==> run_1/pinout.png <==
Drawn at 3 px/um. Pins as bars across the die edge, other pins in grey.
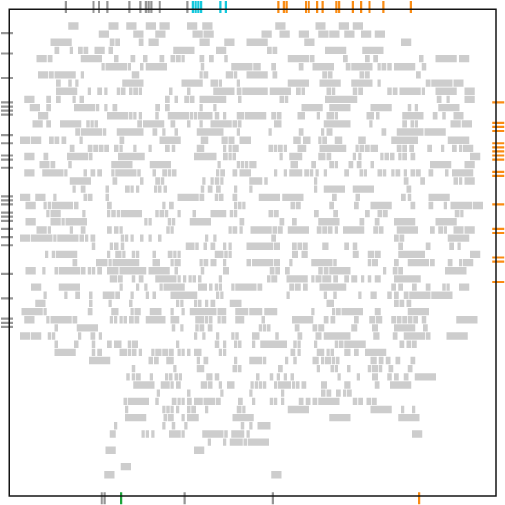
==> run_1/gates.png <==
Drawn at 1.5 px/um.
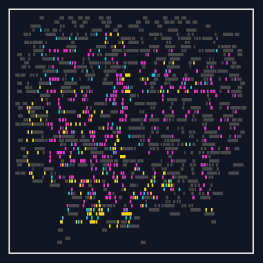
==> run_1/congestion_map.png <==
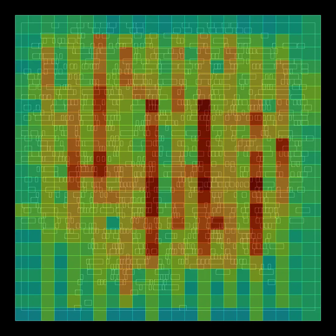
==> config.mk <==
export PLATFORM = sky130hd
export DESIGN_NAME = jtag_shift_ctrl
export DESIGN_NICKNAME = d
export VERILOG_FILES = /design/src/rtl/jtag_shift_ctrl.sv
export SDC_FILE = /design/constraint.sdc
export NUM_CORES = 1
export LEC_CHECK = 0
export ABC_AREA = 1
export CORE_MARGIN = 3
export CORE_UTILIZATION = 25
export DETAILED_ROUTE_END_ITERATION = 7
export GPL_TIMING_DRIVEN = 0
export PLACE_DENSITY_LB_ADDON = 0.08
export SYNTH_ARGS = -nofsm -noshare
export SYNTH_HDL_FRONTEND = slang
export SYNTH_SLANG_ARGS = --single-unit
==> constraint.sdc <==
create_clock -name clk -period 3.16 [get_ports clk]
set_input_delay 0.632 -clock clk [delete_from_list [all_inputs] [get_ports clk]]
set_output_delay 0.632 -clock clk [all_outputs]
set_load 0.03 [all_outputs]
==> src/rtl/jtag_shift_ctrl.sv <==
// jtag_shift_ctrl: JTAG master sequencer for a single target TAP.
// Walks the TAP from Run-Test/Idle into Shift-IR or Shift-DR. It then shifts
// up to MAX_BITS bits LSB-first, captures TDO, and returns to Run-Test/Idle.
//
// Ports:
//   clk, rst_n          system clock, synchronous active-low reset
//   start, ir_sel, len  scan request (sampled only while busy=0), IR/DR select, bit count
//   tdi_data            bits to shift out, bit 0 first
//   busy, done          in-progress flag, one-cycle completion pulse
//   tdo_data            captured TDO bits, bit 0 = first captured
//   tck, tms, tdi, tdo  JTAG pins
//   tap_state           (only with JTAG_TAP_MON_EN) tracked target TAP state, IEEE 1149.1 codes
//
// Optional feature macro: JTAG_TAP_MON_EN
module jtag_shift_ctrl #(
  parameter int MAX_BITS = 32,
  parameter int LEN_W    = 6,
  parameter int TCK_DIV  = 2
) (
  input  logic                clk,
  input  logic                rst_n,
  input  logic                start,
  input  logic                ir_sel,
  input  logic [LEN_W-1:0]    len,
  input  logic [MAX_BITS-1:0] tdi_data,
  output logic                busy,
  output logic                done,
  output logic [MAX_BITS-1:0] tdo_data,
  output logic                tck,
  output logic                tms,
  output logic                tdi,
  input  logic                tdo
`ifdef JTAG_TAP_MON_EN
  ,
  output logic [3:0]          tap_state
`endif
);

  localparam int DIV_W = $clog2(2*TCK_DIV);
  localparam logic [DIV_W-1:0]    DIV_END  = DIV_W'(2*TCK_DIV-1);
  localparam logic [DIV_W-1:0]    DIV_RISE = DIV_W'(TCK_DIV-1);
  localparam logic [DIV_W-1:0]    DIV_HI   = DIV_W'(TCK_DIV);
  localparam logic [MAX_BITS-1:0] ONE      = MAX_BITS'(1);

  typedef enum logic [2:0] {S_RST, S_IDLE, S_NAV, S_SHIFT, S_EXIT, S_DONE} state_t;

  state_t              r_state, w_state_nxt;
  logic [LEN_W-1:0]    r_cnt, w_cnt_nxt;
  logic [DIV_W-1:0]    r_div;
  logic                r_ir, r_tms, r_tdi, w_tms_nxt, w_tdi_nxt;
  logic [LEN_W-1:0]    r_n, w_len_clamp, w_nav_last;
  logic [MAX_BITS-1:0] r_data, r_shadow, r_tdo_data, w_mask, w_shift_src;
  logic                w_run, w_per_end, w_rise;

  // TCK runs only in the states that walk the TAP
  assign w_run     = (r_state == S_RST) || (r_state == S_NAV) ||
                     (r_state == S_SHIFT) || (r_state == S_EXIT);
  assign w_per_end = w_run && (r_div == DIV_END);   // edge where tck falls
  assign w_rise    = w_run && (r_div == DIV_RISE);  // edge where tck rises
  assign w_len_clamp = (len > LEN_W'(MAX_BITS)) ? LEN_W'(MAX_BITS) : len;
  assign w_nav_last  = r_ir ? LEN_W'(3) : LEN_W'(2);

  assign tck      = w_run && (r_div >= DIV_HI);
  assign tms      = r_tms;
  assign tdi      = r_tdi;
  assign busy     = (r_state != S_IDLE);
  assign done     = (r_state == S_DONE);
  assign tdo_data = r_tdo_data;

  always_comb begin
    w_state_nxt = r_state;
    w_cnt_nxt   = r_cnt;
    case (r_state)
      S_RST:   if (w_per_end) begin
                 if (r_cnt == LEN_W'(5)) begin w_state_nxt = S_IDLE; w_cnt_nxt = '0; end
                 else w_cnt_nxt = r_cnt + LEN_W'(1);
               end
      S_IDLE:  if (start) begin
                 w_state_nxt = (len == '0) ? S_DONE : S_NAV;
                 w_cnt_nxt   = '0;
               end
      S_NAV:   if (w_per_end) begin
                 if (r_cnt == w_nav_last) begin w_state_nxt = S_SHIFT; w_cnt_nxt = '0; end
                 else w_cnt_nxt = r_cnt + LEN_W'(1);
               end
      S_SHIFT: if (w_per_end) begin
                 if (r_cnt == r_n - LEN_W'(1)) begin w_state_nxt = S_EXIT; w_cnt_nxt = '0; end
                 else w_cnt_nxt = r_cnt + LEN_W'(1);
               end
      S_EXIT:  if (w_per_end) begin
                 if (r_cnt == LEN_W'(1)) begin w_state_nxt = S_DONE; w_cnt_nxt = '0; end
                 else w_cnt_nxt = r_cnt + LEN_W'(1);
               end
      S_DONE:  w_state_nxt = S_IDLE;
      default: w_state_nxt = S_RST;
    endcase
  end

  // Pin values for the period about to start. (state, cnt) only move on a
  // tck falling edge or on scan entry, so registering these every cycle
  // still changes tms/tdi only at those points.
  assign w_shift_src = r_data >> w_cnt_nxt;
  always_comb begin
    w_tms_nxt = 1'b0;
    w_tdi_nxt = 1'b0;
    case (w_state_nxt)
      S_RST:   w_tms_nxt = (w_cnt_nxt != LEN_W'(5));
      S_NAV:   w_tms_nxt = r_ir ? (w_cnt_nxt <= LEN_W'(1)) : (w_cnt_nxt == '0);
      S_SHIFT: begin
                 w_tms_nxt = (w_cnt_nxt == r_n - LEN_W'(1));
                 w_tdi_nxt = w_shift_src[0];
               end
      S_EXIT:  w_tms_nxt = (w_cnt_nxt == '0);
      default: ;
    endcase
  end

  always_comb begin
    w_mask = '0;
    for (int i = 0; i < MAX_BITS; i++) w_mask[i] = (i < int'(r_n));
  end

  always_ff @(posedge clk) begin
    if (!rst_n) begin
      r_state    <= S_RST;
      r_cnt      <= '0;
      r_div      <= '0;
      r_tms      <= 1'b1;
      r_tdi      <= 1'b0;
      r_ir       <= 1'b0;
      r_n        <= '0;
      r_data     <= '0;
      r_shadow   <= '0;
      r_tdo_data <= '0;
    end else begin
      r_state <= w_state_nxt;
      r_cnt   <= w_cnt_nxt;
      r_div   <= (w_run && !w_per_end) ? r_div + DIV_W'(1) : '0;
      r_tms   <= w_tms_nxt;
      r_tdi   <= w_tdi_nxt;
      if (r_state == S_IDLE && start) begin
        r_ir     <= ir_sel;
        r_n      <= w_len_clamp;
        r_data   <= tdi_data;
        r_shadow <= '0;
      end
      if (r_state == S_SHIFT && w_rise)
        r_shadow <= (r_shadow & ~(ONE << r_cnt)) | (MAX_BITS'(tdo) << r_cnt);
      // a zero-length scan leaves the previous result in place
      if (r_state == S_DONE && r_n != '0)
        r_tdo_data <= r_shadow & w_mask;
    end
  end

`ifdef JTAG_TAP_MON_EN
  logic [3:0] r_tap;

  function automatic logic [3:0] tap_next(input logic [3:0] s, input logic m);
    case (s)
      4'hF: return m ? 4'hF : 4'hC;
      4'hC: return m ? 4'h7 : 4'hC;
      4'h7: return m ? 4'h4 : 4'h6;
      4'h6: return m ? 4'h1 : 4'h2;
      4'h2: return m ? 4'h1 : 4'h2;
      4'h1: return m ? 4'h5 : 4'h3;
      4'h3: return m ? 4'h0 : 4'h3;
      4'h0: return m ? 4'h5 : 4'h2;
      4'h5: return m ? 4'h7 : 4'hC;
      4'h4: return m ? 4'hF : 4'hE;
      4'hE: return m ? 4'h9 : 4'hA;
      4'hA: return m ? 4'h9 : 4'hA;
      4'h9: return m ? 4'hD : 4'hB;
      4'hB: return m ? 4'h8 : 4'hB;
      4'h8: return m ? 4'hD : 4'hA;
      default: return m ? 4'h7 : 4'hC;  // UpdIR (D)
    endcase
  endfunction

  always_ff @(posedge clk) begin
    if (!rst_n)      r_tap <= 4'hF;
    else if (w_rise) r_tap <= tap_next(r_tap, r_tms);
  end
  assign tap_state = r_tap;
`endif

endmodule
==> flow_metrics.env, run 1 <==
# physical design summary
export IMPL_largest_cell_class="combinational gates"
export IMPL_finalMaxSlewViolations=0
export IMPL_hold_viol=0
export IMPL_adder_share=0.02683
export IMPL_crit_slowest_cell="dfxtp_4"
export IMPL_fin_setup_tns_ns=0
export IMPL_logic_family="simple AND/OR/NAND/NOR gates"
export IMPL_rows=56
export IMPL_combPwrFrac=0.098
export IMPL_relSlewSlack=0.08785
export IMPL_switching_share=0.2730
export IMPL_seq_share=0.2951
export IMPL_yosysUniqueCellTypes=36
export IMPL_cts_root_buf="clkbuf_16"
export IMPL_nNonClkBuffers=134
export IMPL_drt_iter0_drc=407
export IMPL_timing_fmax_ghz=0.3345
export IMPL_critPathMaxStageDelay_ns=0.42
export IMPL_numSynthFlops=116
export IMPL_ys_flop_type="dfxtp_1"
export IMPL_ys_sh_aoi=0.2153
export IMPL_layout_top_cells="165 x nand2_1, 114 x dfxtp_1, 105 x nor2_1"
export IMPL_htree_levels=4
export IMPL_synth_top_cell_by_area="dfxtp_1"
export IMPL_nets=1057
export IMPL_critPathMaxFanout=10
export IMPL_cts_tree="built"
export IMPL_netlist_instances=897
export IMPL_status="completed"
export IMPL_whs_ns=0.4572
export IMPL_fin_crit_sh=0.9460
export IMPL_critPathTopFamily="simple AND/OR/NAND/NOR gates"
export IMPL_async_flop_share=0
export IMPL_ios=80
export IMPL_die_area_um2=26150
export IMPL_netlist_area_um2=6062
export IMPL_seq_cell_count=116
export IMPL_required_ns=3.50
export IMPL_worstSetupPathType="reg2reg"
export IMPL_edf_count=0
export IMPL_final_cell_area_um2=7888
export IMPL_inverters=79
export IMPL_clkTransAtPathRegs_ns=0.06
Back to the opening pictures, pinout.png:
[cyan] len | pins: 6 | direction: input | edge: top
[green] done | pins: 1 | direction: output | edge: bottom
[orange] tdo_data | pins: 32 | direction: output | edge: 17 right, 14 top, 1 bottom
all pins by edge: 31 top, 26 left, 17 right, 6 bottom
PortBufs: 79
die height: 161.7 um

Back to the opening pictures, gates.png:
[cyan] inv cells | cells: 79 | most used: inv_1
[yellow] nor cells | cells: 128 | most used: nor2_1
[magenta] nand cells | cells: 267 | most used: nand2_1
most frequent logic cell in the layout: nand2_1
logic share of the area: 0.4116

Back to the opening pictures, congestion_map.png:
met3 Use GR: 0.02907
met1 Use GR: 0.2259

-- run 1: tightest hold or removal path, delay by kind of cell, from the launching register on --
| kind | cells | cell delay [ns] |
|---|---|---|
| AOI/OAI and AO/OA | 1 | 0.06 |
| buffers and inverters | 1 | 0.06 |
| DFF | 1 | 0.29 |
-- run 1: metal layers --
layer	vias up	share of wire	routed length, um	GRT usage
met4	0	0.023	520	0.05933
met1	2878	0.44	10270	0.2259
li1	3223	-	-	-
met3	24	0.036	839	0.02907
met5	-	0	0	0
met2	138	0.50	11460	0.3129
-- run 1: cell families after synthesis --
| kind of cell | after synthesis |
|---|---|
| compound gates | 240 |
| flops | 116 |
| fa+ha+maj | 13 |
| simple gates | 396 |
| buf+inv | 128 |
| xor+xnor | 4 |
-- run 1: power groups by stage --
stage	clock (mW)	sequential, mW	combinational, mW
6_report	1.86	1.48	0.364
5_1_grt	1.96	1.48	0.399
2_1_floorplan	0	1.51	0.200
3_5_place_dp	0	1.52	0.352
3_3_place_gp	0	1.52	0.353
4_1_cts	1.89	1.48	0.360
-- run 1: state kept, by name, indices dropped and copies added, names as in the netlist --
signal,cells
r_div,2
tdo_data,32
r_cnt,6
tdi,1
tms,1
r_ir,1
r_n,6
r_shadow,32
r_state,3
r_data,32
-- run 1: final timing paths --
path / startpoint / endpoint / slack [ns] / depth (start not counted)
worst max-delay path: r_n[1] / tdi / 0.17 / 22
worst min-delay path: r_data[19] / r_data[19] / 0.46 / 2
worst max register to register: r_n[1] / tdi / 0.17 / 22
worst min register to register: r_data[19] / r_data[19] / 0.46 / 2
-- run 1: what timing repair did --
item / in CTS / in global routing
pin swaps: 1 / 0
setup buffers: 3 / 3
gates resized: 3 / 9
endpoints found under the setup margin: 2 / 8
==> run_1/ff_map.png <==
Drawn at 1.5 px/um. Other sequential cells in the stronger grey, the rest of the logic in the fainter grey.
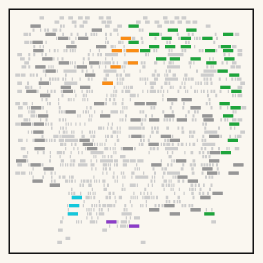

==> inputs of run 2 (changes only) <==
- CAP_MARGIN: default -> 20
- REMOVE_ABC_BUFFERS: default -> 1
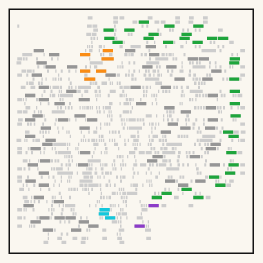
(run_2/ff_map.png)
Drawn at 1.5 px/um. Other sequential cells in the stronger grey, the rest of the logic in the fainter grey.
[green] tdo_data | placed flops: 32
[cyan] r_state | placed flops: 3
[orange] r_n | placed flops: 6
[purple] r_div | placed flops: 2
sequential cell area: 2330 um2
sequential share of cell area: 0.2954
Finished Core Util: 0.3331

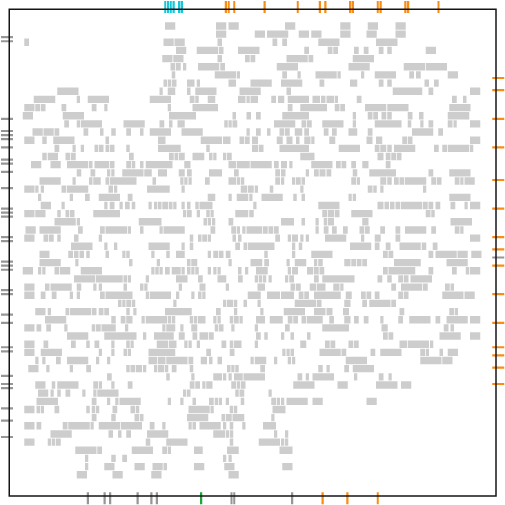
(run_2/pinout.png)
Drawn at 3 px/um. Pins as bars across the die edge, other pins in grey.
[orange] tdo_data | pins: 32 | direction: output | edge: 15 right, 14 top, 3 bottom
[green] done | pins: 1 | direction: output | edge: bottom
[cyan] len | pins: 6 | direction: input | edge: top
all pins by edge: 31 left, 20 top, 16 right, 13 bottom

==> run 2 against run 1 <==
  * Utilization unchanged
  * Cell count decreased by 3.2%
  * Clock-buffer cell count increased by 1
  * Wire length decreased by 10%
  * Non-clock buffer count decreased by 42
  * Combinational power decreased by 6.3%
  * Maximum frequency increased by 4.1%
  * Final area unchanged
  * Clock power increased by 5%
  * Register-to-register slack improved by 0.12 ns
  * Die size unchanged
  * Critical path type unchanged
==> flow_metrics.env, run 2 <==
# physical design summary
export IMPL_edf_count=0
export IMPL_die_area_um2=26150
export IMPL_required_ns=3.50
export IMPL_relSlewSlack=0.3631
export IMPL_worstSetupPathType="reg2reg"
export IMPL_rows=56
export IMPL_netlist_instances=897
export IMPL_r2r_start="r_state[1]"
export IMPL_layout_top_cell="nand2_1"
export IMPL_final_cell_area_um2=7888
export IMPL_fin_setup_tns_ns=0
export IMPL_critPathMaxStageDelay_ns=0.60
export IMPL_timing_fmax_ghz=0.3483
export IMPL_numPortBuffers=79
export IMPL_status="completed"
export IMPL_min_from="r_data[28]"
export IMPL_crit_slowest_cell="nor2_2"
export IMPL_clkTransAtPathRegs_ns=0.05
export IMPL_drt_iter0_drc=368
export IMPL_synth_top_cell_by_area="dfxtp_1"
export IMPL_finalMaxSlewViolations=0
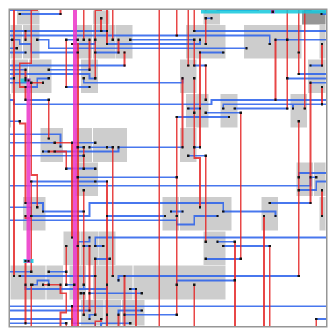
(run_2/closeup.png)
Region (68, 36) to (93, 61) um. Cells in grey, sequential cells in the stronger grey; small squares are vias.
[red] M2
[blue] M1
[magenta] M4
[cyan] M3
most frequent: nand2_1 (11), nor2_1 (7)
cells with their middle in the window: 38
sequential cells in the window: 0

run 2: cells by family after synthesis:
family,Yosys count,share of synthesized area
AND-OR/OR-AND,240,0.2153
flip-flops,116,0.3831
adder cells (fa/ha/maj),13,0.02683
XOR/XNOR,4,0.005779
buffers and inverters,128,0.08545
AND/OR/NAND/NOR,396,0.2836
run 2: critical path: cells and delay by family (launching register included):
family | cells | cell delay, ns
buffers and inverters | 3 | 0.47
and+or+nand+nor | 5 | 1.73
AOI/OAI and AO/OA | 1 | 0.21
DFF | 1 | 0.37
run 2: power breakdown:
group	switching, mW	internal, mW	total [mW]
clock network	0.735	1.22	1.96
logic	0.218	0.124	0.341
registers	0.0190	1.47	1.49
total	0.972	2.82	3.79
run 2: cell type report:
cell class / instances / area [um2]
fill: 2677 / 15800
multi-input combinational: 653 / 3274
sequential: 116 / 2330
timing repair buffer: 92 / 973.4
clock buffer: 20 / 466.7
tap: 319 / 399.1
inverter: 79 / 315.3
clock inverter: 12 / 128.9
run 2: per-layer routing:
layer / wire length [um] / GRT usage / part of all wire / up-vias
li1: - / - / - / 3140
met1: 9446 / 0.1970 / 0.46 / 2742
met2: 9816 / 0.2746 / 0.47 / 137
met3: 809 / 0.03162 / 0.039 / 33
met4: 607 / 0.06941 / 0.029 / 0
met5: 0 / 0 / 0 / -
run 2: timing repair:
item,in CTS,in global routing
setup endpoints to repair,42,2
resized,9,15
setup buffers,0,5
pin swaps,0,1
run 2: path summary, 6_finish.rpt:
check,end,slack (ns),cells past startpoint
worst min-delay path,r_data[28],0.45,2
worst max-delay path,r_shadow[29],0.29,9
worst min register to register,r_data[28],0.45,2
worst max register to register,r_shadow[29],0.29,9
==> inputs of run 3 (changes only) <==
- CTS_CLUSTER_SIZE: default -> 16
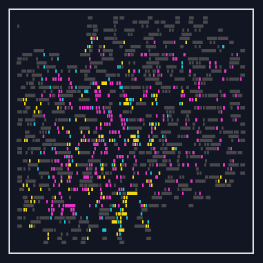
(run_3/gates.png)
Drawn at 1.5 px/um.
[magenta] nand cells | cells: 267 | most used: nand2_1
[yellow] nor cells | cells: 128 | most used: nor2_1
[cyan] inv cells | cells: 79 | most used: inv_1

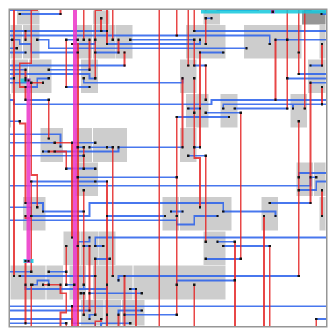
(run_3/closeup.png)
Region (68, 36) to (93, 61) um. Cells in grey, sequential cells in the stronger grey; small squares are vias.
[cyan] M3
[magenta] M4
[red] M2
[blue] M1
cells with their middle in the window: 38
sequential cells in the window: 0
most frequent: nand2_1 (11), nor2_1 (7)

==> run 3 against run 2 <==
  * Cell count stayed put
  * Global-route usage stayed put
  * Total power stayed put
  * Final area stayed put
  * Critical path type unchanged
==> flow_metrics.env, run 3 <==
# physical design summary
export IMPL_status="completed"
export IMPL_finalMaxSlewViolations=0
export IMPL_power_switching_mw=0.9720
export IMPL_critPathMaxFanout=20
export IMPL_clkTransAtPathRegs_ns=0.05
export IMPL_power_internal_mw=2.816
export IMPL_crit_buf_inv=3
export IMPL_ios=80
export IMPL_p_seq_frac=0.393
export IMPL_rows=56
export IMPL_crit_start="r_state[1]"
export IMPL_drt_iter0_drc=368
export IMPL_layout_top_cell="nand2_1"
export IMPL_switching_share=0.2566
export IMPL_relSlewSlack=0.3631
export IMPL_min_from="r_data[28]"
export IMPL_synth_simple_area_share=0.2836
export IMPL_critPathTopFamily="simple AND/OR/NAND/NOR gates"
export IMPL_layout_top_cells="162 x nand2_1, 112 x dfxtp_1, 103 x nor2_1"
export IMPL_logic_family="simple AND/OR/NAND/NOR gates"
export IMPL_clk_power_mw=1.96
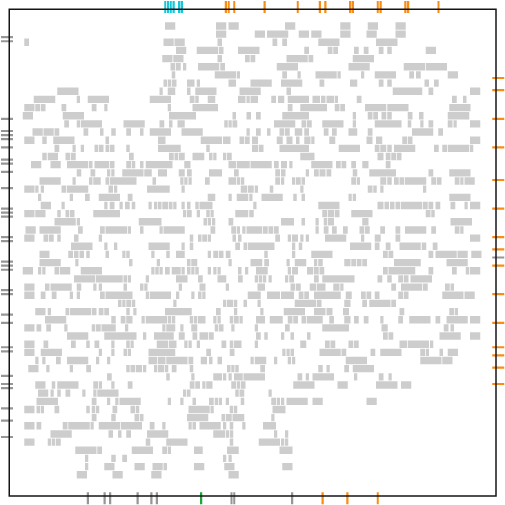
(run_3/pinout.png)
Drawn at 3 px/um. Pins as bars across the die edge, other pins in grey.
[cyan] len | pins: 6 | direction: input | edge: top
[green] done | pins: 1 | direction: output | edge: bottom
[orange] tdo_data | pins: 32 | direction: output | edge: 15 right, 14 top, 3 bottom
all pins by edge: 31 left, 20 top, 16 right, 13 bottom

==> run 3: cell counts after synthesis <==
No cell type changed its count.
==> run 3: through the flow <==
| step | cells | utilization | setup TNS [ns] |
|---|---|---|---|
| 2_1_floorplan | 848 | - | -0.09253 |
| 3_3_place_gp | 1246 | 0.2969 | -129.61 |
| 3_5_place_dp | 1253 | 0.3026 | -24.77 |
| 4_1_cts | 1285 | 0.3287 | 0 |
| 5_1_grt | 1291 | 0.3331 | 0 |
| 6_report | 1291 | 0.3331 | 0 |
==> run 3: layer usage <==
metal	global-route usage	up-vias	wire (um)
li1	-	3140	-
met1	0.1970	2742	9446
met2	0.2746	137	9816
met3	0.03162	33	809
met4	0.06941	0	607
met5	0	-	0
==> run 3: logic make-up (layout without fill, tap and decap cells) <==
kind of cell	Yosys count	count (layout)
flip-flops	116	116
buffers and inverters	128	203
XOR/XNOR	4	4
AND-OR/OR-AND	240	240
adder cells (fa/ha/maj)	13	13
AND/OR/NAND/NOR	396	396
==> run 3: cell type report <==
class | instances | area [um2] | area share
well taps | 319 | 399.1 | 0.05060
repair buffers | 92 | 973.4 | 0.1234
inverters | 79 | 315.3 | 0.03997
multi-input cells | 653 | 3274 | 0.4151
clock inverters | 12 | 128.9 | 0.01634
flip-flops and latches | 116 | 2330 | 0.2954
clock buffers | 20 | 466.7 | 0.05917
==> run 3: worst paths after layout <==
check                      end  depth (start not counted)  slack [ns]
setup / recovery  r_shadow[29]                          9        0.29
hold / removal      r_data[28]                          2        0.45
setup reg to reg  r_shadow[29]                          9        0.29
hold reg to reg     r_data[28]                          2        0.45
==> run 3: repair_timing <==
action | 4_1_cts | 5_1_grt
hold endpoints to repair | 0 | 0
pin swaps | 0 | 1
gates resized | 9 | 15
setup endpoints to repair | 42 | 2
setup buffers | 0 | 5
Power is estimated from default activity; no workload was simulated.
